[config.mk]
export PLATFORM = sky130hd
export DESIGN_NAME = count_event_monitor
export DESIGN_NICKNAME = d
export VERILOG_FILES = /design/src/rtl/count_event_monitor.sv
export SDC_FILE = /design/constraint.sdc
export NUM_CORES = 1
export LEC_CHECK = 0
export CORE_ASPECT_RATIO = 1.2
export CORE_UTILIZATION = 44
export CTS_CLUSTER_DIAMETER = 80
export CTS_CLUSTER_SIZE = 24
export DETAILED_ROUTE_END_ITERATION = 7
export MAX_ROUTING_LAYER = met4
export PLACE_DENSITY = 0.74
export SYNTH_ARGS = -nofsm -noshare
export SYNTH_HDL_FRONTEND = slang
export SYNTH_SLANG_ARGS = --single-unit
[constraint.sdc]
create_clock -name Clock -period 1.7 [get_ports Clock]
set_input_delay 0.34 -clock Clock [delete_from_list [all_inputs] [get_ports Clock]]
set_output_delay 0.34 -clock Clock [all_outputs]
set_load 0.02 [all_outputs]
[src/rtl/count_event_monitor.sv]
// count_event_monitor: detects compare-match and wrap events on a sampled counter bus
// Ports:
//   Clock, Reset         rising-edge clock, asynchronous active-high reset
//   Count                counter value sampled every edge
//   Compare, CompareWe   new compare value and its load strobe
//   Ack                  clears sticky flags and the wrap tally
//   Match, Wrap          one-cycle event pulses
//   MatchFlag, WrapFlag  sticky event flags
//   Irq                  registered OR of the sticky flags
//   WrapCount            saturating wrap tally since the last Ack or reset
module count_event_monitor #(
  parameter int WIDTH = 8
) (
  input  logic             Clock,
  input  logic             Reset,
  input  logic [WIDTH-1:0] Count,
  input  logic [WIDTH-1:0] Compare,
  input  logic             CompareWe,
  input  logic             Ack,
  output logic             Match,
  output logic             Wrap,
  output logic             MatchFlag,
  output logic             WrapFlag,
  output logic             Irq,
  output logic [WIDTH-1:0] WrapCount
);
  typedef enum logic {ARM, RUN} state_t;
  state_t state, state_n;
  logic [WIDTH-1:0] prev_count, cmp_reg;
  logic match_ev, wrap_ev;
  always_comb begin
    state_n  = state;
    match_ev = 1'b0;
    wrap_ev  = 1'b0;
    if (state == ARM) state_n = RUN;
    // ARM only primes prev_count so the counter's own reset release cannot look like an event
    if (state == RUN) begin
      match_ev = (Count == cmp_reg) && (Count != prev_count);
      wrap_ev  = (prev_count == '1) && (Count == '0);
    end
  end
  always_ff @(posedge Clock or posedge Reset) begin
    if (Reset) state <= ARM;
    else       state <= state_n;
  end
  always_ff @(posedge Clock or posedge Reset) begin
    if (Reset) begin
      prev_count <= '0;
      cmp_reg    <= '1;
      Match      <= 1'b0;
      Wrap       <= 1'b0;
      MatchFlag  <= 1'b0;
      WrapFlag   <= 1'b0;
      Irq        <= 1'b0;
      WrapCount  <= '0;
    end else begin
      prev_count <= Count;
      cmp_reg    <= CompareWe ? Compare : cmp_reg;
      Match      <= match_ev;
      Wrap       <= wrap_ev;
      // an event on the Ack edge wins over the clear
      MatchFlag  <= match_ev | (MatchFlag & ~Ack);
      WrapFlag   <= wrap_ev | (WrapFlag & ~Ack);
      Irq        <= MatchFlag | WrapFlag;
      WrapCount  <= wrap_ev ? (Ack ? WIDTH'(1) : WrapCount + WIDTH'(WrapCount != '1))
                            : (Ack ? '0 : WrapCount);
    end
  end
endmodule

==> images/placement.png <==
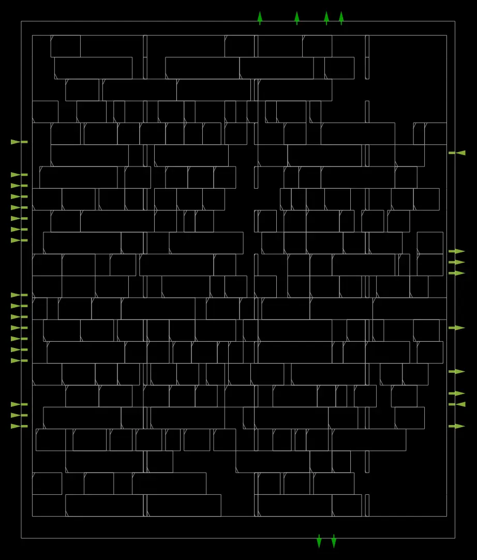
Final Util: 70.3%
Filler Cell Count: 233
non-filler cells, final: 225
Flop Count: 30
FP Rows: 22

==> images/metal_density.png <==
Scale: 6 px per um. 11 x 13 tiles, from dark blue (low) to red (high), scaled to the fullest tile. Values are wire area over tile area, all layers added.
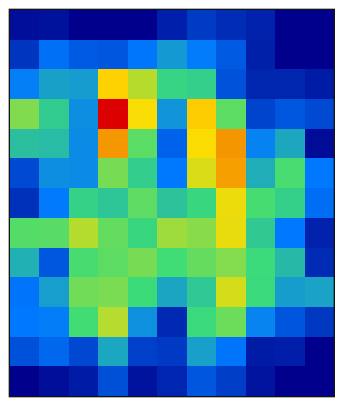
7.7% of the tiles are nearly empty. The fullest tile reaches 0.42. 26% of the tiles are over half the peak. The mean over all tiles is 0.14.

==> images/io_fan.png <==
Scale: 8 px per um.
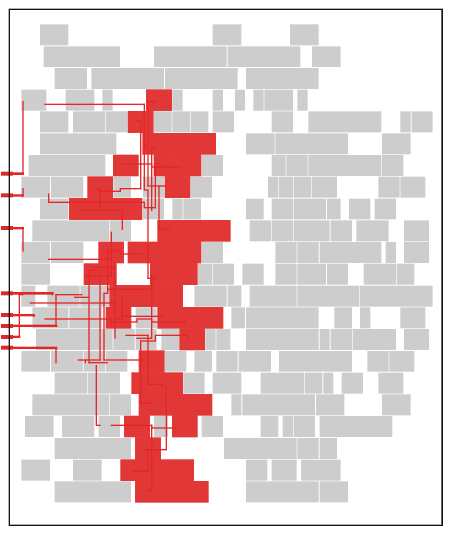
Key: red = Count [direction input, edge left, end cells 28, buffers 17, wire 373 um]

==> out/metrics.csv <==
stage,metric,value,unit
yosys,aoi_share,4.22,%
critical_path,path_depth,6,
critical_path,r2r_start,prev_count[7]$_DFF_PP0_,
final_layout,n_all_buffers,65,
worst_hold_path,min_from,Count[5],
final_layout,drive_gt1_share,41.8,%
routing,firstDrtPassIters,4,
worst_hold_path,whs_path_depth,2,
global_routing,grt-ovfl-total,0,
pwr,p_sw_share,22.9,%
critical_path,crit_buf_inv,2,
cts,clock-sinks,30,
final_layout,layout_top_cells,"33 x buf_4, 22 x dfrtp_1, 18 x clkdlybuf4s50_1, 16 x xnor2_1, 9 x dlygate4sd2_1",
critical_path,max_stage_delay,560,ps
final_timing,fin_crit_sh,115,%
yosys,synthCells,121,
final_timing,setup_ws,-247,ps
routing,drt_wl_total,2.99,mm
final_layout,clkCellAreaFrac,2.54,%
global_routing,track_usage,21.6,%
global_routing,met3_usage,5.00,%
critical_path,cpMaxStageDelayCell,or4_4,
yosys,area_leaders,"dfrtp_1 39%, dfstp_2 15%, xnor2_1 9.8%, mux2_2 7.1%, nand3_1 2.1%",
routing,vias,1163,
cts,cts_buffers,5,
yosys,mux_area_share,9.40,%
floorplanning,fp-utilization,46.2,%
yosys,most_common_cell,dfrtp_1,
yosys,netlist.area_leader.share,38.7,%
yosys,ys_sh_xor,9.84,%
final_timing,finalSetupTns,-1170,ps
cts,clkLatencyLatePin,310,ps
yosys,synth_nets,143,
floorplanning,num_tap_cells,36,
cts,clk_pin_slew,80,ps
critical_path,r2r_slack,-120,ps
place,io_buffers,32,
final_timing,min_period,1950,ps
yosys,synthAdderAreaFrac,1.76,%
final_timing,skew,2.17,ps
place,finalWeightedCongestion,0.764,
outcome,violations,setup timing,
floorplanning,ios,33,
critical_path,cpMostUsedCell,or4_4,
yosys,simple_gate_area_share,18.5,%
critical_path,cp-start-kind,primary input,
global_routing,grt_most_used_layer,met2,
yosys,yosysSeqAreaShare,53.4,%
critical_path,end_kind,flip-flop,
pwr,pg_clk,0.415,mW
final_layout,buf_share,25.7,%
critical_path,critPathTopFamily,simple AND/OR/NAND/NOR gates,
outcome,outcome,"finished, violations left",
final_layout,area_growth_syn_to_layout,52.2,%
yosys,yosysTopAreaCell,dfrtp_1,
final_timing,setup_viol,8,
final_layout,logic_gates,83,
routing,dr_wl_met2,1.64,mm
global_routing,grt_pass1_vias,1242,
global_routing,grt_use_met1,21.2,%
job,warnings,29,
place,placed_cell_area,2010,sq um
cts,clk_path_buf_depth,2,
cts,cts_setup_buffers,3,
place,dpl.hpwl,2.29,mm
worst_hold_path,hold_path_class,primary input to flip-flop,
yosys,yosys_most_used_dff,dfrtp_1,
place,post-place-cells,215,
routing,route.met3.wl,120,um
critical_path,cp_max_fo,8,
floorplanning,die_w,53.9,um
pwr,power.largest_group,registers,
final_layout,layout_top_cell,buf_4,
final_layout,logic_area,734,sq um
yosys,ys_types,32,
final_layout,clock_buffers,7,
global_routing,met2_usage,38.0,%
routing,drcViolationCount,0,
routing,drt-met1-wl,1.14,mm
worst_hold_path,worstHoldEndpoint,prev_count[5]$_DFF_PP0_,
cts,cts_resized,35,
==> images/layer_met3.png <==
Scale: 4 px per um. Cells faint in the background.
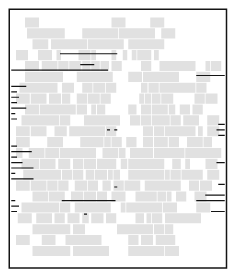
29 nets have wire on it. The layer holds 4.0% of the routed length.

==> images/wires.png <==
Scale: 6 px per um. Two of the layers only.
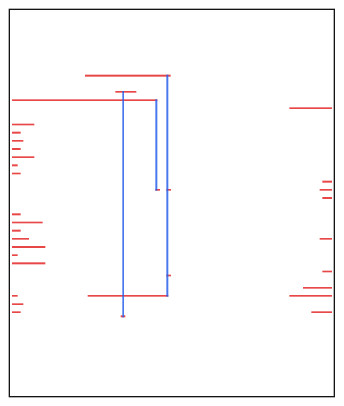
Key: blue = metal 4 [wire length 89.1 um]; red = metal 3 [wire length 121 um]

Power and IR drop assume default switching activity.
